==> src/rtl/ssd_pkg.sv <==
// Shared constants, FSM encoding and the double-dabble step for the seven-segment controller.
// Purely combinational helpers; no state lives here.
package ssd_pkg;

  localparam logic [1:0] ADDR_VALUE  = 2'd0;
  localparam logic [1:0] ADDR_CTRL   = 2'd1;
  localparam logic [1:0] ADDR_RAW_LO = 2'd2;
  localparam logic [1:0] ADDR_RAW_HI = 2'd3;

  localparam logic [1:0] MODE_HEX = 2'd0;
  localparam logic [1:0] MODE_DEC = 2'd1;
  localparam logic [1:0] MODE_RAW = 2'd2;

  localparam logic [5:0]  CHAR_DASH = 6'h3F;
  localparam logic [6:0]  SEG_BLANK = 7'h7F;
  localparam logic [15:0] DEC_MAX   = 16'd9999;

  typedef enum logic [1:0] {ST_IDLE, ST_CONV, ST_LOAD} conv_state_t;

  // One double-dabble iteration on {bcd[19:0], bin[15:0]}.
  function automatic logic [35:0] dabble_step(input logic [35:0] sr);
    logic [35:0] t;
    t = sr;
    for (int i = 0; i < 5; i++) begin
      if (t[16+4*i +: 4] >= 4'd5) t[16+4*i +: 4] = t[16+4*i +: 4] + 4'd3;
    end
    return {t[34:0], 1'b0};
  endfunction

endpackage

==> src/rtl/bin2bcd_seq.sv <==
// Iterative 16-bit binary to 5-digit BCD: 16 shift cycles then one LOAD cycle (done).
// start restarts from any state; abort returns to IDLE without producing done.
module bin2bcd_seq
  import ssd_pkg::*;
(
  input  logic        clk,
  input  logic        rst,
  input  logic        start,
  input  logic        abort,
  input  logic [15:0] bin,
  output logic        busy,
  output logic        done,
  output logic [19:0] bcd
);

  conv_state_t state, state_nxt;
  logic [35:0] sr;
  logic [3:0]  count;

  always_ff @(posedge clk) begin
    if (rst) state <= ST_IDLE;
    else     state <= state_nxt;
  end

  always_comb begin
    state_nxt = state;
    if (start)      state_nxt = ST_CONV;
    else if (abort) state_nxt = ST_IDLE;
    else begin
      case (state)
        ST_CONV: if (count == 4'd15) state_nxt = ST_LOAD;
        ST_LOAD: state_nxt = ST_IDLE;
        default: state_nxt = state;
      endcase
    end
  end

  always_ff @(posedge clk) begin
    if (rst) begin
      sr    <= '0;
      count <= '0;
    end else if (start) begin
      sr    <= {20'b0, bin};
      count <= '0;
    end else if (state == ST_CONV) begin
      sr    <= dabble_step(sr);
      count <= count + 4'd1;
    end
  end

  always_comb begin
    busy = (state != ST_IDLE);
    done = (state == ST_LOAD);
  end

  assign bcd = sr[35:16];

endmodule

==> src/rtl/ssd_ctrl.sv <==
// CPU-mapped seven-segment formatter: hex/raw update 1 cycle after the write, decimal 17 cycles.
// SSD_CTRL_BLINK_EN adds a free-running blink counter that blanks the display when CTRL[2] is set.
module ssd_ctrl
  import ssd_pkg::*;
#(
  parameter int BLINK_BITS = 25
) (
  input  logic        clk,
  input  logic        rst,
  input  logic        wr_en,
  input  logic [1:0]  addr,
  input  logic [15:0] wr_data,
  output logic [15:0] rd_data,
  output logic        busy,
  output logic [31:0] ssd_bits,
  output logic        ssd_char_mode
);

  logic [15:0] value, raw_lo, raw_hi;
  logic [2:0]  ctrl;
  logic [1:0]  mode;
  logic        wr_value, wr_ctrl, conv_start, conv_abort, conv_done, in_range;
  logic [15:0] conv_bin;
  logic [19:0] bcd;
  logic [31:0] bits_q;
  logic        char_q;

  assign mode       = ctrl[1:0];
  assign wr_value   = wr_en && (addr == ADDR_VALUE);
  assign wr_ctrl    = wr_en && (addr == ADDR_CTRL);
  assign conv_start = (wr_value && mode == MODE_DEC) || (wr_ctrl && wr_data[1:0] == MODE_DEC);
  assign conv_abort = wr_ctrl && (wr_data[1:0] != MODE_DEC);
  assign conv_bin   = wr_value ? wr_data : value;
  // Five BCD digits fit 0..65535; anything needing the fifth digit exceeds DEC_MAX.
  assign in_range   = (bcd[19:16] == 4'd0);

  bin2bcd_seq u_bin2bcd (
    .clk   (clk),
    .rst   (rst),
    .start (conv_start),
    .abort (conv_abort),
    .bin   (conv_bin),
    .busy  (busy),
    .done  (conv_done),
    .bcd   (bcd)
  );

  always_ff @(posedge clk) begin
    if (rst) begin
      value  <= '0;
      ctrl   <= {1'b0, MODE_HEX};
      raw_lo <= {2{1'b1, SEG_BLANK}};
      raw_hi <= {2{1'b1, SEG_BLANK}};
    end else if (wr_en) begin
      case (addr)
        ADDR_VALUE:  value  <= wr_data;
        ADDR_CTRL:   ctrl   <= wr_data[2:0];
        ADDR_RAW_LO: raw_lo <= wr_data;
        default:     raw_hi <= wr_data;
      endcase
    end
  end

  // A restart on the LOAD edge discards the finished result.
  always_ff @(posedge clk) begin
    if (rst) begin
      bits_q <= '0;
      char_q <= 1'b1;
    end else if (conv_done && !conv_start) begin
      bits_q <= in_range ? {4'h0, bcd[15:12], 4'h0, bcd[11:8], 4'h0, bcd[7:4], 4'h0, bcd[3:0]}
                         : {4{2'b00, CHAR_DASH}};
      char_q <= 1'b1;
    end else begin
      case (mode)
        MODE_DEC: bits_q <= bits_q;
        MODE_RAW: begin
          bits_q <= {raw_hi, raw_lo};
          char_q <= 1'b0;
        end
        default: begin
          bits_q <= {4'h0, value[15:12], 4'h0, value[11:8], 4'h0, value[7:4], 4'h0, value[3:0]};
          char_q <= 1'b1;
        end
      endcase
    end
  end

  always_comb begin
    rd_data = value;
    case (addr)
      ADDR_CTRL:   rd_data = {busy, 12'b0, ctrl};
      ADDR_RAW_LO: rd_data = raw_lo;
      ADDR_RAW_HI: rd_data = raw_hi;
      default:     rd_data = value;
    endcase
  end

`ifdef SSD_CTRL_BLINK_EN
  logic [BLINK_BITS-1:0] blink_cnt;
  logic                  blank;

  always_ff @(posedge clk) begin
    if (rst) blink_cnt <= '0;
    else     blink_cnt <= blink_cnt + 1'b1;
  end

  assign blank         = ctrl[2] && blink_cnt[BLINK_BITS-1];
  assign ssd_bits      = blank ? {4{1'b1, SEG_BLANK}} : bits_q;
  assign ssd_char_mode = blank ? 1'b0 : char_q;
`else
  assign ssd_bits      = bits_q;
  assign ssd_char_mode = char_q;
`endif

endmodule

==> config.mk <==
export PLATFORM = sky130hd
export DESIGN_NAME = ssd_ctrl
export DESIGN_NICKNAME = d
export VERILOG_FILES = /design/src/rtl/ssd_pkg.sv /design/src/rtl/bin2bcd_seq.sv /design/src/rtl/ssd_ctrl.sv
export SDC_FILE = /design/constraint.sdc
export NUM_CORES = 1
export LEC_CHECK = 0
export CAP_MARGIN = 20
export CORE_ASPECT_RATIO = 1.2
export CORE_MARGIN = 10
export CORE_UTILIZATION = 25
export CTS_BUF_LIST = sky130_fd_sc_hd__clkbuf_16
export DETAILED_ROUTE_END_ITERATION = 10
export GPL_TIMING_DRIVEN = 0
export PLACE_DENSITY_LB_ADDON = 0.15
export SLEW_MARGIN = 25
export SYNTH_ARGS = -nofsm -noshare
export SYNTH_HDL_FRONTEND = slang
export SYNTH_SLANG_ARGS = --single-unit
export TNS_END_PERCENT = 10
==> constraint.sdc <==
create_clock -name clk -period 2.3 [get_ports clk]
set_input_delay 0.46 -clock clk [delete_from_list [all_inputs] [get_ports clk]]
set_output_delay 0.46 -clock clk [all_outputs]
set_load 0.02 [all_outputs]
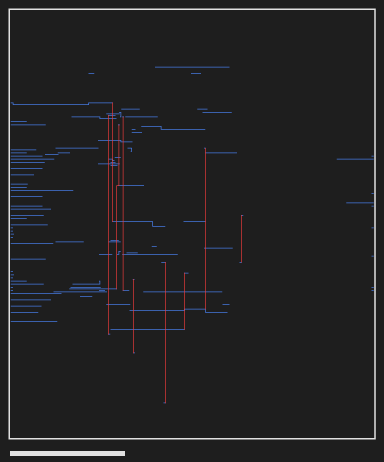
Fig. 1. Signal wires by layer (run 1).
The bar under the picture is 50 um long. Two of the layers only.
layer	color	wire length
metal 4	red	503 um
metal 3	blue	1000 um
WL final: 20.18 mm
routed len/inst: 18.92 um
via count: 5109

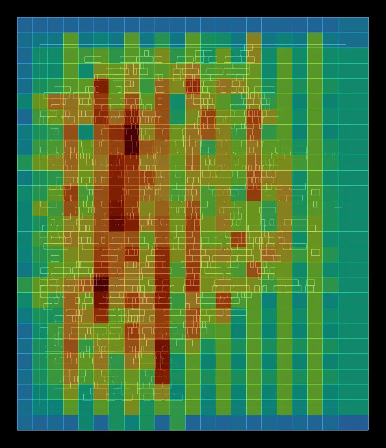
Fig. 2. Routing congestion (run 1).
gr busiest metal: met2
routing usage on met1: 16.20%
GR Util met3: 3.608%

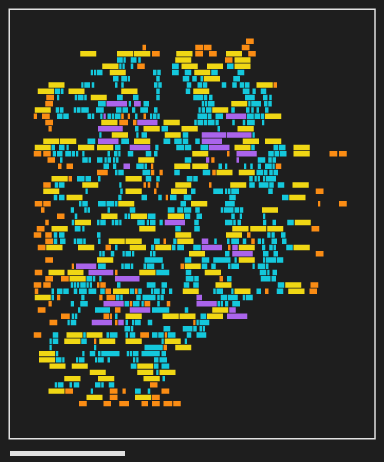
Fig. 3. Cells colored by class (run 1).
The bar under the picture is 50 um long.
class	color	cells
combinational and other logic	cyan	481
sequential cells	yellow	126
remaining buffers and delay cells	orange	118
clock drivers and dummy loads	purple	32

==> results.txt, run 1 <==
Max FO, Critical Path = 10
Slew @ Worst Pin = 0.7017 ns
Die width = 158.6 um
Die area = 29550 um2
Drt drc = 0
Pre-CTS setup slack = -1.285 ns
NumNets Final = 780
Largest net degree at the start of global routing = 17
Diode count = 0
Max-slew headroom = 53.22%
Tot Pwr = 0.006008 W
Clock Pin Slew Worst Setup and Hold Paths = 0.05 ns
H-tree Lvls = 4
Mux frac, synth = 8.337%
Dpl hpwl = 15.35 mm
Sequential-to-total area share from yosys stat = 43.77%
Post-Synth XOR/XNOR Area = 1.824%
Leakage = 2.889 nW
CTS sink cnt = 126
FP Util = 25.50%
Max Cap Violations = 0
Yosys stat area = 5763 um2
Mean post-synth cell area = 8.853 um2
Log Warnings = 35
EDFF count, synth = 0
DRT Pass-1 Iters = 6
Area growth syn-to-layout = 30.79%
Crit. End Element = output port
Synth Warn # = 0
Hold Path Class = register to register
Setup tns final = 0 ns
Max Clock Freq = 445.2 MHz
CTS Root Cell = clkbuf_16
Main area contributors = dfxtp_1 (44%), nand2_1 (7.6%), mux2i_1 (6.8%)
Async SR Flop Fraction = 0%
Final Critical Period = 2.246 ns
Io pins = 71
Final std cells w/o fill = 1067
Ao+oa area frac = 18.37%
Seq cells post-synth = 126
Wire length of the first global-routing pass = 31.55 mm
Synth cell types = 47
Vias per cell = 4.788
Initial antenna violation count = 0
IO Port Bufs = 69
RSZ-0062 raised after global routing = yes
Core Area = 22600 um2
Final Util = 33.36%
CP Launch Type = input pin
Crit path required time = 1.84 ns
Worst EP arrival = 1.79 ns
GRT Overall Usage = 13.85%
Status = finished clean
Die Y = 186.3 um
Hold WS = 0.4803 ns
Final Skew = 0.006904 ns
Placed Area = 6842 um2
CP Class = input pin to output port
GPL Wtd Cong = 0.8550
Adder Area Share = 3.257%
Total gr overflow = 0
Cell row count = 60
Comb area leader = simple AND/OR/NAND/NOR gates
Cycle use final = 97.65%
DRT iter0 DRCs = 354
TritonCTS Buffers = 17
Commonest non-fill, non-tap cell in the layout = dfxtp_1
Peak supply drop = 0.4771 mV
Most frequent cells in the layout = dfxtp_1 (126), nand2_1 (116), clkdlybuf4s50_1 (50)
Antenna Nets Post-Route = 0
Worst-Skew Late Latency = 0.41 ns
run 1: final timing paths:
check	start	to	slack [ns]	depth (start not counted)
setup / recovery	addr[1]	rd_data[2]	0.05	5
hold reg to reg	ssd_bits[17]	ssd_bits[17]	0.48	1
setup reg to reg	ctrl[1]	ssd_bits[10]	0.17	6
hold / removal	ssd_bits[17]	ssd_bits[17]	0.48	1
run 1: cell type report:
type	instances	area [um2]
repair buffers	74	674.4
clock inverters	15	220.2
clock buffers	17	425.4
flip-flops and latches	126	2522
multi-input cells	466	3028
fillers	2391	15060
well taps	310	387.9
inverters	15	56.30
plain buffers	44	222.7
run 1: routing by layer:
layer / vias up / track usage (%) / share of wire, %
met5: - / 0 / 0
met4: 0 / 5.389 / 2.5
met3: 22 / 3.608 / 5.0
met2: 150 / 23.39 / 50
met1: 2472 / 16.20 / 43
li1: 2465 / - / -
run 1: flip-flops by register name, indices dropped and copies added (netlist names):
register         flops
u_bin2bcd.state      2
ssd_char_mode        1
u_bin2bcd.sr        36
ssd_bits            32
u_bin2bcd.count      4
raw_hi              16
ctrl                 3
raw_lo              16
value               16
run 1: critical path, stage by stage:
cell and delay, ns:
clkdlybuf4s15_2 0.26, buf_6 0.20, buf_6 0.21, mux4_2 0.37, clkdlybuf4s15_2 0.28
run 1: power by group:
group,internal (W),leakage (nW),switching (W)
registers,0.00227,1.02,0.0000660
logic,0.000284,1.55,0.000415
clock network,0.00192,0.312,0.00105
run 1: what timing repair did:
item	4_1_cts	5_1_grt
hold endpoints to repair	0	0
buffers inserted	5	0
resized	79	10
endpoints found under the setup margin	95	39
pin swaps	0	1
Fig. 4: run 1, sequential cells grouped by signal name
The bar under the picture is 50 um long.
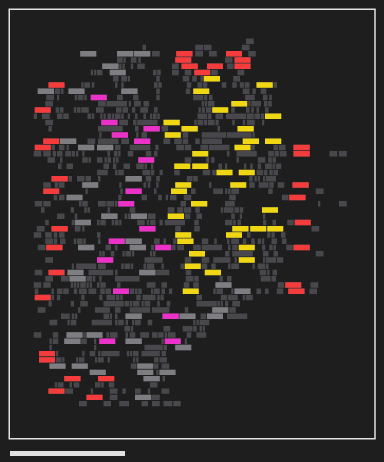

==> inputs of run 2 (changes only) <==
Settings changed: CTS_BUF_LIST sky130_fd_sc_hd__clkbuf_16 to sky130_fd_sc_hd__clkbuf_8.
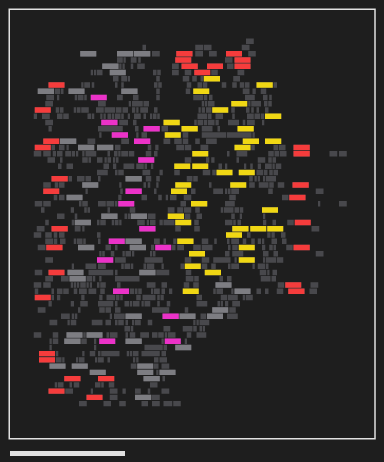
Fig. 5. Sequential cells grouped by signal name (run 2).
The bar under the picture is 50 um long.
netlist name	color	flops
`u_bin2bcd.sr`	yellow	36
`ssd_bits`	red	32
`value`	magenta	16
Final Util: 32.52%
flop share of the area: 34.32%
sequential power: 0.00233 W

==> results.txt, run 2 <==
Max Cap Violations = 0 (unchanged)
Mean post-synth cell area = 8.853 um2 (unchanged)
Met1 WL = 8.543 mm (was 8.658 mm)
Worst-Skew Late Latency = 0.45 ns (was 0.41 ns)
Vias per cell = 4.761 (was 4.788)
Synth cell types = 47 (unchanged)
Hold Path Class = register to register (unchanged)
Placed Area = 6842 um2 (unchanged)
Main area contributors = dfxtp_1 (44%), nand2_1 (7.6%), mux2i_1 (6.8%) (unchanged)
R2r endpoint = ssd_bits[27] (was ssd_bits[10])
Worst Hold Launch = ssd_bits[3] (was ssd_bits[17])
Dpl hpwl = 15.35 mm (unchanged)
Final Skew = 0.01347 ns (was 0.006904 ns)
Io pins = 71 (unchanged)
Drt drc = 0 (unchanged)
Wire length of the first global-routing pass = 31.40 mm (was 31.55 mm)
CTS Root Cell = clkbuf_8 (was clkbuf_16)
GPL Wtd Cong = 0.8550 (unchanged)
Max FFs per register = 36 (unchanged)
Async SR Flop Fraction = 0% (unchanged)
Diode count = 0 (unchanged)
H-tree Lvls = 4 (unchanged)
DRT iter0 DRCs = 364 (was 354)
Worst EP arrival = 1.79 ns (about the same)
CTS sink cnt = 126 (unchanged)
Synth Warn # = 0 (unchanged)
GR Util met3 = 3.746% (was 3.608%)
TritonCTS Buffers = 17 (unchanged)
Initial antenna violation count = 0 (unchanged)
Status = finished clean (unchanged)
Antenna Nets Post-Route = 0 (unchanged)
Routed len/inst = 18.91 um (was 18.92 um)
Core Area = 22600 um2 (unchanged)
Worst R2R Path Depth = 6 (unchanged)
CP Launch Type = input pin (unchanged)
EDFF count, synth = 0 (unchanged)
Die Y = 186.3 um (unchanged)
Seq cells post-synth = 126 (unchanged)
Worst hold endpoint = ssd_bits[3] (was ssd_bits[17])
Die area = 29550 um2 (unchanged)
Crit. End Element = output port (unchanged)
==> run 2: cell counts after synthesis <==
Identical to the previous run, type by type.
==> run 2: per-stage QoR <==
step           worst slack (ns)  power [W]
6_report                0.04611   0.005292
5_1_grt               -0.005326   0.005497
4_1_cts                 0.02651   0.005321
3_5_place_dp             -1.285   0.003095
3_3_place_gp             -1.275   0.003092
2_1_floorplan            0.3347   0.002754
==> run 2: what timing repair did <==
| item | 4_1_cts | 5_1_grt |
|---|---|---|
| setup endpoints to repair | 67 | 31 |
| resized | 80 | 9 |
| setup buffers | 6 | 0 |
| pin swaps | 1 | 1 |
==> run 2: logic make-up after synthesis <==
| kind of cell | after synthesis | share of synthesized area, % |
|---|---|---|
| adders and majority gates | 15 | 3.257 |
| AOI/OAI and AO/OA | 158 | 18.37 |
| DFF | 126 | 43.77 |
| muxes | 43 | 8.337 |
| buffers and inverters | 59 | 4.233 |
| xor gates and xnor gates | 12 | 1.824 |
| and+or+nand+nor | 238 | 20.21 |
==> run 2: cell type report <==
cell class                 count  area [um2]  share of cell area (%)
sequential                   126        2522                   34.32
clock buffer                  17       234.0                   3.184
inverter                      15       56.30                  0.7661
clock inverter                15       220.2                   2.996
timing repair buffer          75       678.2                   9.227
multi-input combinational    466        3028                   41.20
buffer                        44       222.7                   3.030
tap                          310       387.9                   5.277
==> run 2: worst max-delay path: stages <==
cell	delay, ns
clkdlybuf4s15_2	0.26
buf_6	0.20
buf_6	0.21
mux4_2	0.37
clkdlybuf4s15_2	0.28
==> run 2: report_power, final <==
part	switching [W]	internal [W]
combinational	0.000414	0.000284
clock	0.000972	0.00129
sequential	0.0000660	0.00227
total	0.00145	0.00384
Fig. 6: run 2, logic cells by family
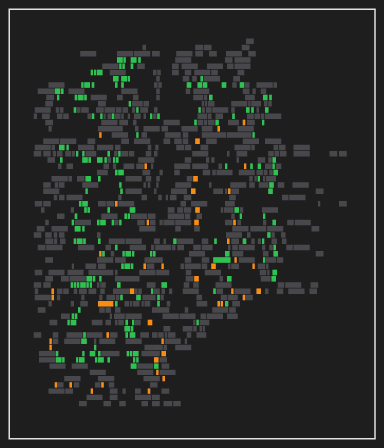

==> inputs of run 3 (changes only) <==
Settings changed: ABC_AREA from default to 1, TNS_END_PERCENT 10 to default.
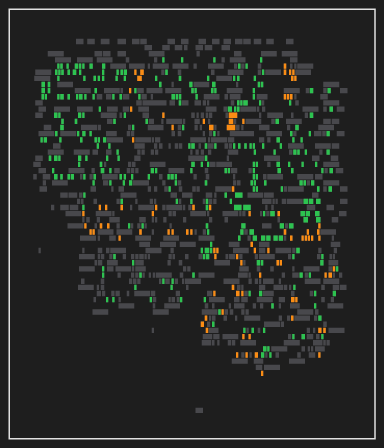
Fig. 7. Logic cells by family (run 3).
family	color	cells
nor cells	orange	89
nand cells	green	290
Comb/total area: 38.99%
final std cells w/o fill: 1277
commonest non-fill, non-tap cell in the layout: nand2_1

==> results.txt, run 3 <==
Wire length on met3 = 908 um (was 1.097 mm)
Cell family with most CP delay = buffers and inverters (unchanged)
Sequential-to-total area share from yosys stat = 42.21% (was 43.77%)
Routed len/inst = 17.13 um (was 18.91 um)
Top reg by flops = u_bin2bcd.sr (unchanged)
Main area contributors = dfxtp_1 (42%), nand2_1 (13%), o21ai_0 (6.9%) (was dfxtp_1 (44%), nand2_1 (7.6%), mux2i_1 (6.8%))
Antenna Nets Post-Route = 0 (unchanged)
Register area = 2522 um2 (unchanged)
Worst R2R Path Depth = 8 (was 6)
Sequential share of power = 44.8% (was 44.1%)
Status = finished clean (unchanged)
Logic pwr share = 16.7% (was 13.2%)
Most frequent cells in the layout = nand2_1 (210), dfxtp_1 (126), inv_1 (82) (was dfxtp_1 (126), nand2_1 (116), clkdlybuf4s50_1 (50))
Worst EP arrival = 1.77 ns (was 1.79 ns)
Max stage delay cell, worst path = o211ai_1 (was mux4_2)
Worst-Skew Late Latency = 0.46 ns (was 0.45 ns)
Initial antenna violation count = 0 (unchanged)
DRT iter0 DRCs = 408 (was 364)
WP depth = 6 (was 5)
EDFF count, synth = 0 (unchanged)
Cycle use final = 96.92% (was 98.00%)
Post-cts resize count = 55 (was 80)
Top layer in use = met4 (unchanged)
Synth cell types = 28 (was 47)
Dpl hpwl = 16.86 mm (was 15.35 mm)
Yosys stat area = 5976 um2 (was 5763 um2)
Gr busiest metal = met2 (unchanged)
Cell row count = 61 (was 60)
Final Critical Period = 2.229 ns (was 2.254 ns)
Clock group share of total power = 38.5% (was 42.7%)
Die area = 30510 um2 (was 29550 um2)
Slew @ Worst Pin = 0.7684 ns (was 0.7034 ns)
GR Util met3 = 2.778% (was 3.746%)
Routing usage on met1 = 19.29% (was 16.18%)
Hold WS = 0.4631 ns (was 0.4852 ns)
Max Cap Violations = 0 (unchanged)
Area growth syn-to-layout = 24.85% (was 27.53%)
Sw Share = 31.46% (was 27.44%)
CTS Root Cell = clkbuf_8 (unchanged)
Max FFs per register = 36 (unchanged)
CP Launch Type = input pin (unchanged)
Peak supply drop = 0.3271 mV (was 0.3568 mV)
Final Skew = 0.01363 ns (was 0.01347 ns)
FP Util = 25.59% (was 25.50%)
CP Class = input pin to output port (unchanged)
Io pins = 71 (unchanged)
NumNets Final = 984 (was 781)
Mean post-synth cell area = 6.949 um2 (was 8.853 um2)
# fillers = 2682 (was 2411)
Clock Pin Slew Worst Setup and Hold Paths = 0.08 ns (about the same)
Met1 WL = 10.55 mm (was 8.543 mm)
Die Y = 189.4 um (was 186.3 um)
R2R setup slack = 0.35 ns (was 0.16 ns)
GRT Overall Usage = 14.40% (was 13.85%)
Total gr overflow = 0 (unchanged)
[run 3: netlist changes by cell type in the layout (fill, tap and decap cells not counted), sizes merged, moves of 39 or more]
cell   before  now
nand3      12   59
nand2     117  212
mux2i      39    0
inv        18   93
nor2       33   82
o21ai      40   85
a21oi      33   76
[run 3: kinds of logic after synthesis]
kind of cell	synth area share, %
xor+xnor	1.466
buf+inv	9.234
simple gates	26.57
fa+ha+maj	3.141
flops	42.21
compound gates	17.38
[run 3: through the flow]
stage               util (%)  setup slack, ns  power (W)
detailed placement     30.23           -1.061   0.003309
finish                 31.95          0.07080   0.005261
global placement       30.23           -1.090   0.003307
floorplan                  -           0.5360   0.002887
global route           31.94         -0.04230   0.005540
CTS                    32.09         0.003034   0.005324
[run 3: worst paths after layout]
kind | start | end
worst max-delay path | addr[1] | rd_data[9]
worst min-delay path | ssd_bits[30] | ssd_bits[30]
worst max register to register | u_bin2bcd.state[1] | u_bin2bcd.sr[12]
worst min register to register | ssd_bits[30] | ssd_bits[30]
[run 3: area by class of cell]
| cell class | instances | share of cell area (%) |
|---|---|---|
| well taps | 315 | 5.283 |
| repair buffers | 69 | 8.804 |
| clock inverters | 14 | 2.130 |
| diodes | 1 | 0.03354 |
| plain buffers | 51 | 3.253 |
| flip-flops and latches | 126 | 33.81 |
| multi-input cells | 596 | 38.99 |
| inverters | 87 | 4.377 |
| clock buffers | 18 | 3.320 |
[run 3: power groups by stage]
stage	combinational, W	sequential [W]	clock [W]
after floorplan	0.000448	0.00244	0
after global placement	0.000900	0.00241	0
after detailed placement	0.000901	0.00241	0
after CTS	0.000893	0.00236	0.00208
after global routing	0.000969	0.00237	0.00220
final	0.000878	0.00236	0.00203
Power figures rest on the tool's default switching activity, not on a simulated workload.
